--- config.mk ---
export PLATFORM = sky130hd
export DESIGN_NAME = dmem_wbuf
export DESIGN_NICKNAME = d
export VERILOG_FILES = /design/src/rtl/dmem_wbuf.sv
export SDC_FILE = /design/constraint.sdc
export NUM_CORES = 2
export LEC_CHECK = 0
export CAP_MARGIN = 0
export CORE_MARGIN = 2
export CORE_UTILIZATION = 45
export CTS_CLUSTER_DIAMETER = 150
export DETAILED_ROUTE_END_ITERATION = 16
export PLACE_DENSITY = 0.66
export SLEW_MARGIN = 40
export SYNTH_ARGS = -nofsm -noshare
export SYNTH_HDL_FRONTEND = slang
export SYNTH_SLANG_ARGS = --single-unit
export TNS_END_PERCENT = 20
--- constraint.sdc ---
create_clock -name clk -period 5.83 [get_ports clk]
set_input_delay 0.8745 -clock clk [delete_from_list [all_inputs] [get_ports clk]]
set_output_delay 0.8745 -clock clk [all_outputs]
set_load 0.02 [all_outputs]
--- src/rtl/dmem_wbuf.sv ---
// Data memory with a shared write buffer for a dual-issue ODD/EVEN pipeline.
// Define DMEM_ALIGN_CHK_EN to add the sticky misalign flag and drop unaligned stores.
module dmem_wbuf #(
  parameter int DEPTH = 64,
  parameter int WBUF  = 4
) (
  input  logic        clk,
  input  logic        reset,
  input  logic        memwritemODD,
  input  logic [31:0] aluoutmODD,
  input  logic [31:0] writedatamODD,
  output logic [31:0] readdatamODD,
  input  logic        memwritemEVEN,
  input  logic [31:0] aluoutmEVEN,
  input  logic [31:0] writedatamEVEN,
  output logic [31:0] readdatamEVEN,
  output logic        memstall
`ifdef DMEM_ALIGN_CHK_EN
  ,
  output logic        misalign
`endif
);

  localparam int AW = $clog2(DEPTH);
  localparam int PW = $clog2(WBUF);
  localparam int CW = PW + 1;

  typedef logic [AW-1:0] idx_t;

  logic [31:0]   ram     [DEPTH];
  idx_t          buf_idx [WBUF];
  logic [31:0]   buf_dat [WBUF];
  logic [PW-1:0] head;
  logic [PW-1:0] tail;
  logic [CW-1:0] count;

  idx_t          odd_idx;
  idx_t          even_idx;
  logic          odd_ok;
  logic          even_ok;
  logic          odd_en;
  logic          even_en;
  logic          drain;
  logic [PW-1:0] tail_even;
  logic [PW-1:0] tail_next;
  logic [CW-1:0] count_next;
  logic          odd_hit;
  logic          even_hit;
  logic [31:0]   odd_fwd;
  logic [31:0]   even_fwd;
  logic          unused;

  assign odd_idx  = aluoutmODD[AW+1:2];
  assign even_idx = aluoutmEVEN[AW+1:2];
  assign unused   = ^{aluoutmODD[31:AW+2], aluoutmODD[1:0],
                      aluoutmEVEN[31:AW+2], aluoutmEVEN[1:0]};

`ifdef DMEM_ALIGN_CHK_EN
  assign odd_ok  = (aluoutmODD[1:0] == 2'b00);
  assign even_ok = (aluoutmEVEN[1:0] == 2'b00);
`else
  assign odd_ok  = 1'b1;
  assign even_ok = 1'b1;
`endif

  assign odd_en     = memwritemODD & ~memstall & odd_ok;
  assign even_en    = memwritemEVEN & ~memstall & even_ok;
  assign drain      = (count != '0);
  assign tail_even  = tail + PW'(odd_en);
  assign tail_next  = tail_even + PW'(even_en);
  assign count_next = count + CW'(odd_en) + CW'(even_en) - CW'(drain);

  // Youngest live entry wins; the draining head stays live this cycle.
  always_comb begin
    odd_hit  = 1'b0;
    even_hit = 1'b0;
    odd_fwd  = '0;
    even_fwd = '0;
    for (int i = 0; i < WBUF; i++) begin
      if (CW'(i) < count) begin
        if (buf_idx[head + PW'(i)] == odd_idx) begin
          odd_hit = 1'b1;
          odd_fwd = buf_dat[head + PW'(i)];
        end
        if (buf_idx[head + PW'(i)] == even_idx) begin
          even_hit = 1'b1;
          even_fwd = buf_dat[head + PW'(i)];
        end
      end
    end
  end

  // Read mux: same-cycle ODD store beats the buffer for EVEN.
  always_comb begin
    readdatamODD  = odd_hit ? odd_fwd : ram[odd_idx];
    readdatamEVEN = even_hit ? even_fwd : ram[even_idx];
    if (odd_en && (odd_idx == even_idx)) begin
      readdatamEVEN = writedatamODD;
    end
  end

  // Pointer, occupancy and stall registers.
  always_ff @(posedge clk) begin
    if (reset) begin
      head     <= '0;
      tail     <= '0;
      count    <= '0;
      memstall <= 1'b0;
    end else begin
      head     <= head + PW'(drain);
      tail     <= tail_next;
      count    <= count_next;
      memstall <= (count_next > CW'(WBUF - 2));
    end
  end

  // Enqueue ODD before EVEN so EVEN lands in RAM last.
  always_ff @(posedge clk) begin
    if (!reset) begin
      if (odd_en) begin
        buf_idx[tail] <= odd_idx;
        buf_dat[tail] <= writedatamODD;
      end
      if (even_en) begin
        buf_idx[tail_even] <= even_idx;
        buf_dat[tail_even] <= writedatamEVEN;
      end
    end
  end

  // Single RAM write port fed by the buffer head.
  always_ff @(posedge clk) begin
    if (!reset && drain) begin
      ram[buf_idx[head]] <= buf_dat[head];
    end
  end

`ifdef DMEM_ALIGN_CHK_EN
  // Sticky flag for any accepted unaligned store.
  always_ff @(posedge clk) begin
    if (reset) begin
      misalign <= 1'b0;
    end else if (~memstall &
                 ((memwritemODD & ~odd_ok) |
                  (memwritemEVEN & ~even_ok))) begin
      misalign <= 1'b1;
    end
  end
`endif

endmodule

==> qor.csv <==
metric;value;unit
CTS buffer count;222;
GPL Wtd Cong;0.9117;
Critical R2R Launch;head[0];
Clk pwr share;0.312;
Min-Delay Path Class;in -> reg;
slowest stage cell, crit path;clkdlybuf4s50_1;
die width;491.7;µm
commonest non-fill, non-tap cell in the layout;edfxtp_1;
clock skew;0.04622;ns
Total GRT Usage;0.2934;
yosys stat area;107000;µm²
Worst R2R Path Depth;7;
FP Util;0.4513;
initial antenna violation count;25;
Mapped Area;107000;µm²
CP top delay family;buffers and inverters;
layout cells sized above 1;0.3861;
MaxCap Viol Count;0;
Max Slew Vio Count;0;
core area;237200;µm²
status;finished, final reports clean;
worst path bufs/invs;4;
DRC violations left;0;
largest net degree at the start of global routing;132;
critical path endpoint;readdatamODD[0];
CP endpoint kind;output pin;
DR vias/cell;7.098;
Flop pwr share;0.456;
==> routing by layer <==
metal  share of wire  GRT usage  routed length [µm]  up-vias
li1                -          -                   -    24570
met4           0.046     0.1187               16500       22
met3            0.14    0.08844               49040      876
met1            0.36     0.3951              128600    34610
met2            0.46     0.4483              165300     4909
met5         0.00039          0                 140        -
==> metrics by stage <==
| step | worst slack [ns] | setup TNS, ns | hold WS (ns) |
|---|---|---|---|
| final | 0.04629 | 0 | 0.6817 |
| after global routing | -0.07888 | -0.07888 | 0.6552 |
| after CTS | 0.01396 | 0 | 0.6146 |
| after detailed placement | 0.1585 | 0 | 0.7097 |
| after global placement | 0.1431 | 0 | 0.6922 |
| after floorplan | 0.2085 | 0 | 0.6338 |
==> kinds of logic (layout without fill, tap and decap cells) <==
family,after synthesis,after routing,share of synthesized area
adders and majority gates,8,8,0.001075
buffers and inverters,487,957,0.01852
muxes,1587,1587,0.2936
AOI/OAI and AO/OA,660,660,0.04177
and+or+nand+nor,499,499,0.02125
DFF,2208,2208,0.6187
other,0,8,0
xor gates and xnor gates,62,62,0.005073
==> state kept, by name (all words and copies together), names as in the netlist <==
name      cells
buf_idx      24
count         3
head          2
ram        2048
buf_dat     128
memstall      1
tail          2
==> how the worst min path moves through the flow <==
stage	from	end	slack [ns]
2_1_floorplan	count[0]	memstall	0.63
3_3_place_gp	count[0]	memstall	0.69
3_5_place_dp	count[0]	memstall	0.71
4_1_cts	aluoutmEVEN[4]	buf_idx[2][2]	0.61
5_1_grt	aluoutmEVEN[4]	buf_idx[2][2]	0.66
6_report	aluoutmEVEN[4]	buf_idx[3][2]	0.68
==> cells in the mapped netlist (2+ instances only) <==
cell type and instances:
o31ai_1 31, nand3b_1 11, nor2_1 149, o21ai_0 79, nand2b_1 14, or3_1 5
nor2b_1 25, ha_1 6, and4_1 2, a311oi_1 50, nor4_1 2, a211oi_1 24
edfxtp_1 2200, o311ai_0 7, a211o_1 24, mux4_2 1222, a22oi_1 212, a32oi_1 32
clkbuf_1 262, buf_1 123, buf_4 11, nand4_1 11, buf_6 2, o211a_1 3
xor2_1 20, buf_2 78, and2_1 8, a21oi_1 183, fa_1 2, nand3_1 60
nor3_1 31, mux2_2 205, dfxtp_1 8, nand2_1 165, xnor2_1 42, o31a_1 2
and3_1 9, mux2i_1 160, inv_1 10
==> power by group through the flow <==
stage | sequential, W | combinational (W) | clock, W
2_1_floorplan | 0.0217 | 0.00592 | 0
5_1_grt | 0.0213 | 0.0113 | 0.0152
3_3_place_gp | 0.0215 | 0.0101 | 0
4_1_cts | 0.0212 | 0.0105 | 0.0146
6_report | 0.0212 | 0.0108 | 0.0145
3_5_place_dp | 0.0216 | 0.0105 | 0
==> area by class of cell <==
cell class | instances | area [µm²]
fill | 18399 | 114000
sequential | 2208 | 66230
multi-input combinational | 2816 | 39950
clock buffer | 264 | 5734
timing repair buffer | 535 | 5649
tap | 3167 | 3963
clock inverter | 147 | 1558
inverter | 11 | 46.29
antenna | 8 | 20.02
==> timing repair <==
action | 4_1_cts | 5_1_grt
hold buffers | 0 | 0
buffers inserted | 1 | 1
gates resized | 5 | 10
setup endpoints to repair | 13 | 35
Figure 1. Clock routing.
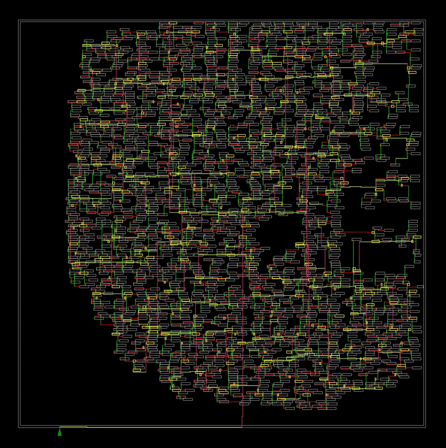
CTS Sinks: 2,208
Clk power: 0.0145 W
Latency at later pin: 0.90 ns

Figure 2. Placement density heat map.
Drawn at 0.5 px/µm. 25 x 25 tiles, from black (low) to pale yellow (high), 0 to 100% covered.
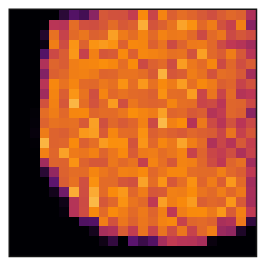
nearly empty tiles: 21%
mean over tiles: 49%
emptiest ninth of the die: lower left
fullest tile: 85%

Power is estimated from default activity; no workload was simulated.
